--- config.mk ---
export PLATFORM = sky130hd
export DESIGN_NAME = uart_rx_manager
export DESIGN_NICKNAME = d
export VERILOG_FILES = /design/src/rtl/uart_pkg.sv /design/src/rtl/uart_rx_fifo.sv /design/src/rtl/uart_rx_manager.sv
export SDC_FILE = /design/constraint.sdc
export NUM_CORES = 1
export LEC_CHECK = 0
export CAP_MARGIN = 20
export CORE_MARGIN = 2
export CORE_UTILIZATION = 60
export DETAILED_ROUTE_END_ITERATION = 8
export HOLD_SLACK_MARGIN = 0.15
export PLACE_DENSITY = 0.95
export SLEW_MARGIN = 15
export SYNTH_ARGS = -nofsm -noshare
export SYNTH_HDL_FRONTEND = slang
export SYNTH_SLANG_ARGS = --single-unit
--- constraint.sdc ---
create_clock -name clk -period 7.3 [get_ports clk]
set_input_delay 1.46 -clock clk [delete_from_list [all_inputs] [get_ports clk]]
set_output_delay 1.46 -clock clk [all_outputs]
set_load 0.02 [all_outputs]
--- src/rtl/uart_pkg.sv ---
// ---------------------------------------------------------------------------
// uart_pkg
// Shared definitions for the UART receive manager slice:
//   - bit positions of the fields inside the 8-bit UART control word
//   - control word loaded at reset
//   - sequencer state encodings
//   - FIFO entry layout (error tag + received byte)
// ---------------------------------------------------------------------------
package uart_pkg;

    // Control word layout: [7:6] baud, [5] stop, [4] handshake,
    // [3:2] bit count, [1] even, [0] parity enable.
    localparam int CFG_BAUD_HI = 7;
    localparam int CFG_BAUD_LO = 6;
    localparam int CFG_STOP    = 5;
    localparam int CFG_HS      = 4;
    localparam int CFG_BITS_HI = 3;
    localparam int CFG_BITS_LO = 2;
    localparam int CFG_EVEN    = 1;
    localparam int CFG_PAR     = 0;

    // 9600 baud, 8 bits, 1 stop, no parity, no handshake.
    localparam logic [7:0] CFG_RESET_DEFAULT = 8'h4C;

    // Config sequencer states.
    localparam logic [1:0] ST_RUN   = 2'd0;
    localparam logic [1:0] ST_PEND  = 2'd1;
    localparam logic [1:0] ST_APPLY = 2'd2;

    typedef struct packed {
        logic       err;
        logic [7:0] data;
    } rx_entry_t;

endpackage

--- src/rtl/uart_rx_fifo.sv ---
// ---------------------------------------------------------------------------
// uart_rx_fifo
// DEPTH x 9-bit show-ahead FIFO holding received bytes with their error tag.
//   clk, rst      : clock, synchronous active-low reset
//   push, wdata   : write request and entry
//   pop           : remove head entry (ignored when empty)
//   flush         : empty the FIFO; beats any same-cycle push/pop
//   rdata         : head entry, all zero when empty
//   empty, full   : status
//   count         : occupancy
//   accepted      : this cycle's push was written
//   dropped       : this cycle's push was lost because the FIFO was full
// ---------------------------------------------------------------------------
module uart_rx_fifo
    import uart_pkg::*;
#(
    parameter int DEPTH = 8
) (
    input  logic                     clk,
    input  logic                     rst,
    input  logic                     push,
    input  rx_entry_t                wdata,
    input  logic                     pop,
    input  logic                     flush,
    output rx_entry_t                rdata,
    output logic                     empty,
    output logic                     full,
    output logic [$clog2(DEPTH):0]   count,
    output logic                     accepted,
    output logic                     dropped
);

    localparam int AW = $clog2(DEPTH);
    localparam int CW = AW + 1;

    rx_entry_t      mem [DEPTH];
    logic [AW-1:0]  wptr;
    logic [AW-1:0]  rptr;
    logic           do_push;
    logic           do_pop;

    assign empty = (count == '0);
    assign full  = (count == CW'(DEPTH));

    // A pop on a full FIFO frees the slot the same-cycle push lands in.
    assign do_pop   = pop & ~empty & ~flush;
    assign do_push  = push & ~flush & (~full | do_pop);
    assign accepted = do_push;
    assign dropped  = push & ~flush & full & ~do_pop;

    always_ff @(posedge clk) begin
        if (!rst) begin
            wptr  <= '0;
            rptr  <= '0;
            count <= '0;
        end else if (flush) begin
            wptr  <= '0;
            rptr  <= '0;
            count <= '0;
        end else begin
            if (do_push) wptr <= wptr + 1'b1;
            if (do_pop)  rptr <= rptr + 1'b1;
            case ({do_push, do_pop})
                2'b10:   count <= count + 1'b1;
                2'b01:   count <= count - 1'b1;
                default: ;
            endcase
        end
    end

    // Storage needs no reset: the read side is masked while empty.
    always_ff @(posedge clk) begin
        if (do_push) mem[wptr] <= wdata;
    end

    always_comb begin
        rdata = '0;
        if (!empty) rdata = mem[rptr];
    end

endmodule

--- src/rtl/uart_rx_manager.sv ---
// ---------------------------------------------------------------------------
// uart_rx_manager
// Receive-path sequencer and buffer between host logic and the UART
// controller. Holds the active control word, applies a new one only after
// the line has idled high for QUIET_CYCLES, pulses the receiver reset on
// each change, buffers received bytes with error tags and drives RTS.
//   clk, rst            : clock, synchronous active-low reset
//   cfg_in, cfg_flush   : new control word / flush-on-apply, taken with cfg_load
//   cfg_load            : 1-cycle config change request
//   cfg_busy            : change pending
//   cfg_out             : active control word
//   rx_rst_n            : receiver reset (low during reset and apply)
//   rx                  : async serial line (quiet detection)
//   rx_data/ready/error : receiver byte handoff (ready/error async)
//   rts                 : flow control, 1 = ready to receive
//   rd_en, rd_data, rd_err : show-ahead read side
//   empty, full, count  : FIFO status
//   overrun, err_count, err_clr : sticky drop flag, error byte count, clear
// ---------------------------------------------------------------------------
module uart_rx_manager
    import uart_pkg::*;
#(
    parameter int         DEPTH        = 8,
    parameter int         QUIET_CYCLES = 5208,
    parameter int         RTS_HIGH     = 6,
    parameter int         RTS_LOW      = 2,
    parameter logic [7:0] RESET_CFG    = CFG_RESET_DEFAULT
) (
    input  logic                    clk,
    input  logic                    rst,
    input  logic [7:0]              cfg_in,
    input  logic                    cfg_flush,
    input  logic                    cfg_load,
    output logic                    cfg_busy,
    output logic [7:0]              cfg_out,
    output logic                    rx_rst_n,
    input  logic                    rx,
    input  logic [7:0]              rx_data,
    input  logic                    rx_ready,
    input  logic                    rx_error,
    output logic                    rts,
    input  logic                    rd_en,
    output logic [7:0]              rd_data,
    output logic                    rd_err,
    output logic                    empty,
    output logic                    full,
    output logic [$clog2(DEPTH):0]  count,
    output logic                    overrun,
    output logic [7:0]              err_count,
    input  logic                    err_clr
);

    localparam int CW = $clog2(DEPTH) + 1;
    localparam int QW = (QUIET_CYCLES > 1) ? $clog2(QUIET_CYCLES) : 1;
    localparam logic [QW-1:0] QLAST    = QW'(QUIET_CYCLES - 1);
    localparam logic [CW-1:0] RTS_HI_C = CW'(RTS_HIGH);
    localparam logic [CW-1:0] RTS_LO_C = CW'(RTS_LOW);

    // ---- input synchronizers ----
    logic rx_s1, rx_s2;
    logic rdy_s1, rdy_s2, rdy_s3;
    logic err_s1, err_s2;
    logic push;

    always_ff @(posedge clk) begin
        if (!rst) begin
            rx_s1  <= 1'b0;
            rx_s2  <= 1'b0;
            rdy_s1 <= 1'b0;
            rdy_s2 <= 1'b0;
            rdy_s3 <= 1'b0;
            err_s1 <= 1'b0;
            err_s2 <= 1'b0;
        end else begin
            rx_s1  <= rx;
            rx_s2  <= rx_s1;
            rdy_s1 <= rx_ready;
            rdy_s2 <= rdy_s1;
            rdy_s3 <= rdy_s2;
            err_s1 <= rx_error;
            err_s2 <= err_s1;
        end
    end

    // One push per rising edge of ready; rx_data is held stable by the
    // receiver for as long as ready stays high, so it needs no sync stage.
    assign push = rdy_s2 & ~rdy_s3;

    // ---- config sequencer ----
    logic [1:0]    state;
    logic [7:0]    sh_cfg;
    logic          sh_flush;
    logic [QW-1:0] qcnt;

    always_ff @(posedge clk) begin
        if (!rst) begin
            state    <= ST_RUN;
            sh_cfg   <= RESET_CFG;
            sh_flush <= 1'b0;
            qcnt     <= '0;
            cfg_out  <= RESET_CFG;
        end else begin
            case (state)
                ST_RUN: begin
                    if (cfg_load) begin
                        sh_cfg   <= cfg_in;
                        sh_flush <= cfg_flush;
                        qcnt     <= '0;
                        state    <= ST_PEND;
                    end
                end
                ST_PEND: begin
                    // A newer request just replaces the shadow; the idle
                    // time already observed still counts.
                    if (cfg_load) begin
                        sh_cfg   <= cfg_in;
                        sh_flush <= cfg_flush;
                    end
                    if (!rx_s2)             qcnt  <= '0;
                    else if (qcnt == QLAST) state <= ST_APPLY;
                    else                    qcnt  <= qcnt + 1'b1;
                end
                ST_APPLY: begin
                    cfg_out <= sh_cfg;
                    state   <= ST_RUN;
                end
                default: state <= ST_RUN;
            endcase
        end
    end

    assign cfg_busy = (state != ST_RUN);
    assign rx_rst_n = rst & (state != ST_APPLY);

    // ---- receive FIFO ----
    rx_entry_t wentry;
    rx_entry_t head;
    logic      fifo_flush;
    logic      accepted;
    logic      dropped;

    assign wentry.err  = err_s2;
    assign wentry.data = rx_data;
    assign fifo_flush  = (state == ST_APPLY) & sh_flush;

    uart_rx_fifo #(
        .DEPTH (DEPTH)
    ) u_fifo (
        .clk      (clk),
        .rst      (rst),
        .push     (push),
        .wdata    (wentry),
        .pop      (rd_en),
        .flush    (fifo_flush),
        .rdata    (head),
        .empty    (empty),
        .full     (full),
        .count    (count),
        .accepted (accepted),
        .dropped  (dropped)
    );

    assign rd_data = head.data;
    assign rd_err  = head.err;

    // ---- error tracking; clear beats same-cycle events ----
    always_ff @(posedge clk) begin
        if (!rst) begin
            overrun   <= 1'b0;
            err_count <= '0;
        end else if (err_clr) begin
            overrun   <= 1'b0;
            err_count <= '0;
        end else begin
            if (dropped) overrun <= 1'b1;
            if (accepted && wentry.err && err_count != 8'hFF)
                err_count <= err_count + 1'b1;
        end
    end

    // ---- RTS hysteresis, registered off the occupancy ----
    always_ff @(posedge clk) begin
        if (!rst)                      rts <= 1'b1;
        else if (!cfg_out[CFG_HS])     rts <= 1'b1;
        else if (count >= RTS_HI_C)    rts <= 1'b0;
        else if (count <= RTS_LO_C)    rts <= 1'b1;
    end

endmodule

Run 1, metal 4:
Bar = 20 um.
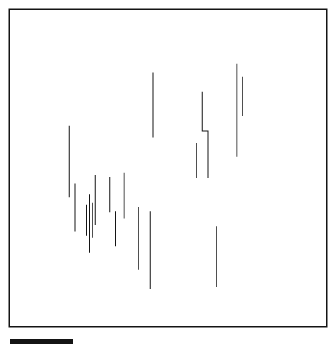
share of all routed wire	2.3%
main direction	vertical
wire length on this layer	293 um
longest straight run	29.2 um
nets with wire on the layer	14

Run 1, logic cells by family:
Bar = 20 um.
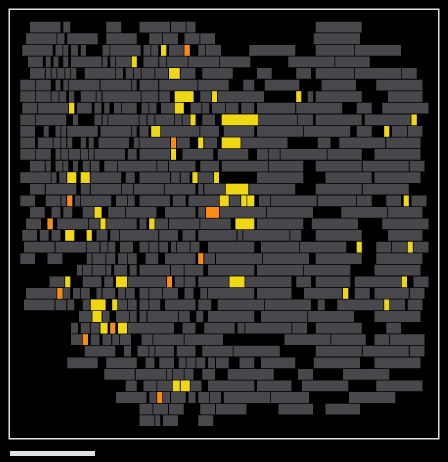
family	colour	cells
inv cells	orange	11
nor cells	yellow	46

Run 1, cell outlines without signal wires:
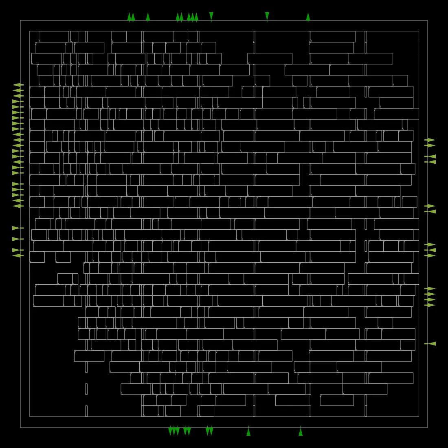
Fill cells: 542
Placement Rows: 35

## run 1: registers in the layout, summed over array words and instances, names as in the netlist, named ones only
signal and cells:
cfg_out 8, err_count 8, err_s1 1, err_s2 1
overrun 1, qcnt 13, rdy_s1 1, rdy_s2 1
rdy_s3 1, rts 1, rx_s1 1, rx_s2 1
sh_cfg 8, sh_flush 1, state 2, u_fifo.count 4
u_fifo.mem 72, u_fifo.rptr 3, u_fifo.wptr 3
## run 1: power by group through the flow
stage | Combinational [uW] | Sequential, uW | Clock (uW)
floorplan | 224 | 847 | 0
global placement | 334 | 851 | 0
detailed placement | 345 | 852 | 0
CTS | 351 | 837 | 788
global route | 376 | 840 | 818
finish | 348 | 838 | 784
## run 1: stage by stage
stage                     cell area [um^2]  instances  utilization (%)  power [uW]  hold WS (ps)
after floorplan                       5600        444                -        1070           412
after global placement                6280        598             68.6        1180           404
after detailed placement              6280        598             68.6        1200           406
after CTS                             6830        630             74.6        1980           424
after global routing                  6840        630             74.7        2030           448
final                                 6840        630             74.7        1970           429
## run 1: area by class of cell
cell class,count,area [um^2],share of cell area (%)
Timing Repair Buffer,64,628,9.19
Sequential cell,134,3400,49.8
Tap cell,111,139,2.03
Clock inverter,14,128,1.87
Multi-Input combinational cell,278,2070,30.3
Inverter,11,46.3,0.677
Clock buffer,18,418,6.11
## run 1: cells by family after synthesis
kind of cell,share of synthesized area (%)
and+or+nand+nor,15.5
AOI/OAI and AO/OA,8.72
DFF,60.8
adders and majority gates,1.56
xor gates and xnor gates,1.09
buffers and inverters,2.93
muxes,9.39
## run 1: metal layers
metal	vias up	track usage [%]	routed length [um]
met5	-	0	0
met2	206	46.7	6810
li1	1821	-	-
met4	0	10.2	292
met3	36	6.73	861
met1	1953	30.5	4860
==> flow_metrics.tcl, run 1 <==
# flow metrics
set metrics [dict create \
    status "finished, final reports clean" \
    drive_gt1_share_pct 14.8 \
    synth_top_cell_by_count "edfxtp_1" \
    postCtsHoldBufs 0 \
    synth_nets 476 \
    timing.final.ws_setup_ps 1940 \
    crit_path_end_kind "primary output" \
    power.density_nw_per_um2 288 \
    reg2reg_to "u_fifo.count[2]" \
    power_frac_clock_pct 39.8 \
    worstHoldEndpoint "rts" \
    fp.dieW_um 101 \
    cp.required_ps 5840 \
    finalClockPeriodUsage_pct 73.4 \
    yosys_cells 444 \
    crit_cells 4 \
    worst_slew_pin_slew_ps 1050 \
    rsz0062_at_grt "false" \
    final_cell_mix "edfxtp_1 (72), dfxtp_1 (62), clkdlybuf4s50_1 (59), nand2_1 (45), a21oi_1 (25)" \
    switching_share_pct 26.9 \
    combinationalPowerShare_pct 17.7 \
    grtUsageTotal_pct 26.3 \
    hold_path_depth 1 \
    critPathArrivalTime_ps 3900 \
    cp_common_cell "clkdlybuf4s50_1" \
    fp_util_pct 61.2 \
    rr_worst_depth 10 \
    fin_tns_setup_ps 0 \
    core_area_um2 9150 \
    p_sw_uw 529 \
    crit_type "in -> out" \
    overflow 0 \
    start_kind "input pin" \
    h-tree-depth 4 \
    rrSetupSlack_ps 4360 \
    finalCriticalPeriod_ps 5360 \
    clock-sinks 134 \
    wl_um 12800 \
    cts_tree "yes" \
    slew_viol_final 0 \
    crit_path_max_incr_delay_ps 870 \
    post_cts_buffers 0 \
    r2r-start "u_fifo.count[1]" \
    die_area_um2 10100 \
    wire_per_inst_um 20.4 \
    path_buffers 3 \
    insertion_delay_ps 520 \
    synth_top_area_share_pct 38.6 \
    fmax_mhz 187 \
    synthTopCellsByArea "edfxtp_1 (39%), dfxtp_1 (22%), mux4_2 (7.2%), nand2_1 (3.0%), a21oi_1 (2.2%)" \
    via_per_inst 6.37 \
    mostFrequentLayoutCell "edfxtp_1" \
    drc 0 \
    yosys_area_um2 5600 \
    grt_max_degree 21 \
    fin_worst_skew_ps 6.96 \
    hp-start "cfg_out[4]" \
    avgSynthCellArea_um2 12.6 \
    area_growth_pct 22.1 \
    ff_type "edfxtp_1" \
    internal_power_uw 1440 \
    crit_end "rx_rst_n" \
    nNetsFinal 538 \
    cts_buffers 17 \
    critPathTopFamily "buffers and inverters" \
    postRouteAntennaNets 0 \
    die_h_um 101 \
    cts_resized 0 \
    port_buffers 59 \
    dp_slack_ps 2000 \
    clock_path_buffers 2 \
    hp-class "reg -> reg" \
    pin_count 60 \
    setup_viol 0 \
    n_antenna_cell 0 \
    ys_async_sr_fraction_pct 0 \
    grt_pass1_vias 4015 \
    timing.slew.headroom_pct 29.6 \
    yosysTopAreaCell "edfxtp_1" \
    leakagePower_uw 0.00227 \
    yosysWarningCount 0 \
    grt_pass1_wl_um 20100 \
    place.gp.congestion 0.841 \
    clk_pin_slew_worst_paths_ps 60 \
    cap_violations 0 \
    antenna_found_initial 0 \
    pwr-share-seq_pct 42.5 \
    ir_drop_uv 164 \
    cp_slowest_cell "clkdlybuf4s50_1" \
    cts_root_buf "clkbuf_8" \
    vias 4016 \
    startpoint "rst" \
    finalHoldViolCount 0 \
    netlist_instances 444 \
    warnings 27 \
    syn-cell-area_um2 5600 \
    dr.pass1.iters 6 \
    crit_chain "clkdlybuf4s50_1, clkinv_1, nor2_1, clkdlybuf4s50_1" \
    synth-edff-count 72 \
    ys.flops 134 \
    top_cells_by_count "edfxtp_1 (72), dfxtp_1 (62), nand2_1 (45), a21oi_1 (25), nor2_1 (24)" \
    hpwl_um 7530 \
    synth_cell_types 65 \
    crit_path_max_fanout 20 \
    ys_seq_share_pct 60.8 \
    drt_iter0_markers 255 \
]
--- run 2 (diff from run 1) ---
--- a/config.mk
+++ b/config.mk
@@ -7,10 +7,10 @@
 export LEC_CHECK = 0
 export CAP_MARGIN = 20
 export CORE_MARGIN = 2
-export CORE_UTILIZATION = 60
+export CORE_UTILIZATION = 56
 export DETAILED_ROUTE_END_ITERATION = 8
 export HOLD_SLACK_MARGIN = 0.15
-export PLACE_DENSITY = 0.95
+export PLACE_DENSITY = 0.9
 export SLEW_MARGIN = 15
 export SYNTH_ARGS = -nofsm -noshare
 export SYNTH_HDL_FRONTEND = slang
==> constraint.sdc (replaced) <==
create_clock -name clk -period 5.04 [get_ports clk]
set_input_delay 1.008 -clock clk [delete_from_list [all_inputs] [get_ports clk]]
set_output_delay 1.008 -clock clk [all_outputs]
set_load 0.02 [all_outputs]
Run 2, signal wires by layer:
Bar = 20 um.
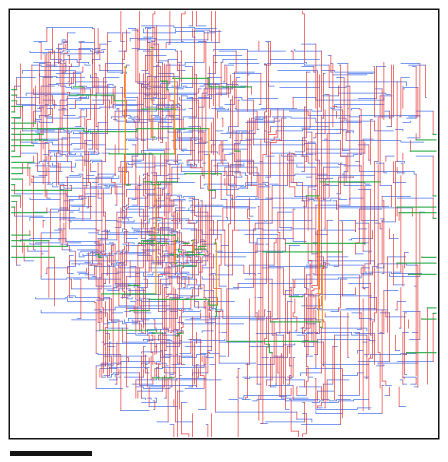
layer	colour	wire length
M4	orange	180 um
M2	red	6510 um
M1	blue	4930 um
M3	green	526 um

==> run 2 against run 1 <==
  * Synthesized cell count unchanged
  * Sequential cell count unchanged
  * Sequential share of layout area decreased by 0.43 points
  * Register-to-register slack worse by 2200 ps
==> flow_metrics.tcl, run 2 <==
# flow metrics
set metrics [dict create \
    status "finished, final reports clean" \
    die_h_um 104 \
    cap_violations 0 \
    p_total_uw 2880 \
    vias 3865 \
    rsz0062_at_grt "false" \
    setup_viol 0 \
    crit_end "rd_data[0]" \
    core_area_um2 9730 \
    timing.slew.headroom_pct 34.6 \
    finalClockPeriodUsage_pct 71.9 \
    flop_area_um2 3400 \
    comb_area_um2 2070 \
    synth_nets 476 \
    wl_um 12100 \
    critPathArrivalTime_ps 2620 \
    clock-sinks 134 \
    leakagePower_uw 0.00231 \
    crit_type "reg -> out" \
    cp.required_ps 4030 \
    yosys_area_um2 5600 \
    fin_tns_setup_ps 0 \
    synth_cell_types 65 \
    post_cts_buffers 0 \
    fmax_mhz 276 \
    area_growth_pct 23.2 \
    synth_top_area_share_pct 38.6 \
    ys.flops 134 \
    fp-row-count 36 \
    top_cells_by_count "edfxtp_1 (72), dfxtp_1 (62), nand2_1 (45), a21oi_1 (25), nor2_1 (24)" \
    insertion_delay_ps 510 \
    postCtsHoldBufs 0 \
    fp.dieW_um 104 \
    yosysWarningCount 0 \
    start_kind "flop" \
    reg2reg_to "u_fifo.count[2]" \
    final_cell_mix "edfxtp_1 (72), dfxtp_1 (62), clkdlybuf4s50_1 (59), nand2_1 (45), a21oi_1 (25)" \
    fin_util_pct 70.9 \
    fin_worst_skew_ps 8.28 \
    overflow 0 \
    slew_viol_final 0 \
    place.gp.congestion 0.891 \
    clk_pin_slew_worst_paths_ps 60 \
    regMostFlops "u_fifo.mem" \
    nNetsFinal 540 \
    die_area_um2 10800 \
    crit_path_max_fanout 18 \
    grt_pass1_wl_um 19700 \
    n_antenna_cell 0 \
    largest_reg_flops 72 \
    cts_tree "yes" \
    drc 0 \
    ys_async_sr_fraction_pct 0 \
    r2r-start "u_fifo.count[1]" \
    h-tree-depth 4 \
    grtUsageTotal_pct 23.3 \
    drive_gt1_share_pct 15.5 \
    via_per_inst 5.91 \
    fillers 680 \
    reg_top3 "u_fifo.mem (72), qcnt (13)" \
    pin_count 60 \
    mostFrequentLayoutCell "edfxtp_1" \
    synth_top_cell_by_count "edfxtp_1" \
    rrSetupSlack_ps 2200 \
    avgSynthCellArea_um2 12.6 \
    postRouteAntennaNets 0 \
    cts_root_buf "clkbuf_8" \
    port_buffers 59 \
    yosys_cells 444 \
    finalHoldViolCount 0 \
    ir_drop_uv 190 \
    fp_util_pct 57.5 \
    wire_per_inst_um 18.6 \
    hold_ws_ps 422 \
    synth-edff-count 72 \
    grt_pass1_vias 3891 \
    antenna_found_initial 0 \
    ys_seq_share_pct 60.8 \
    power.density_nw_per_um2 417 \
    dp_cells 622 \
    cts_buffers 17 \
    synthTopCellsByArea "edfxtp_1 (39%), dfxtp_1 (22%), mux4_2 (7.2%), nand2_1 (3.0%), a21oi_1 (2.2%)" \
    worst_slew_pin_slew_ps 977 \
    finalCriticalPeriod_ps 3630 \
    grt_max_degree 21 \
    drt_iter0_markers 212 \
    syn-cell-area_um2 5600 \
    yosysTopAreaCell "edfxtp_1" \
    cts_resized 0 \
    dr.pass1.iters 4 \
    hpwl_um 7700 \
    stdcell_count 654 \
    rr_worst_depth 10 \
    hp-class "reg -> reg" \
    clock_path_buffers 2 \
    ff_type "edfxtp_1" \
    warnings 27 \
    crit_path_end_kind "primary output" \
    netlist_instances 444 \
]
-- run 2: kinds of logic after synthesis --
group           share of synthesized area, %
flops                                   60.8
mux                                     9.39
fa+ha+maj                               1.56
simple gates                            15.5
compound gates                          8.72
xor+xnor                                1.09
buf+inv                                 2.93
-- run 2: how the worst min path moves through the flow --
| stage | startpoint | depth (start not counted) | end |
|---|---|---|---|
| after floorplan | err_s1 | 1 | err_s2 |
| after global placement | cfg_out[4] | 1 | rts |
| after detailed placement | cfg_out[4] | 1 | rts |
| after CTS | cfg_out[4] | 1 | rts |
| after global routing | cfg_out[4] | 1 | rts |
| final | cfg_out[4] | 1 | rts |
-- run 2: per-layer routing --
layer,vias to the layer above,share of wire [%],wire length (um),GRT usage [%]
met3,20,4.3,526,6.39
met2,129,54,6510,42.4
li1,1823,-,-,-
met1,1893,41,4930,26.3
met5,-,0,0,0
met4,0,1.5,179,8.01
-- run 2: power breakdown --
group,internal (uW),switching (uW)
clock network,709,449
logic,253,253
registers,1180,36.5
total,2140,739
-- run 2: area by class of cell --
cell class / count / area share (%)
Clock inverter: 11 / 1.40
Inverter: 11 / 0.671
Multi-Input combinational cell: 278 / 30.0
Clock buffer: 21 / 6.82
Timing Repair Buffer: 66 / 9.33
Tap cell: 133 / 2.41
Sequential cell: 134 / 49.3
-- run 2: metrics by stage --
stage	setup slack, ps	instance area, um^2
finish	1410	6900
global route	1280	6900
CTS	1320	6900
detailed placement	1530	6330
global placement	1530	6330
floorplan	2170	5600
-- run 2: worst max-delay path, stage by stage, from the launching register on --
cell and delay, ps:
dfxtp_1 880, mux4_2 350, mux2i_1 80, nor2_1 170, clkdlybuf4s50_1 630
Power figures rest on the tool's default switching activity, not on a simulated workload.
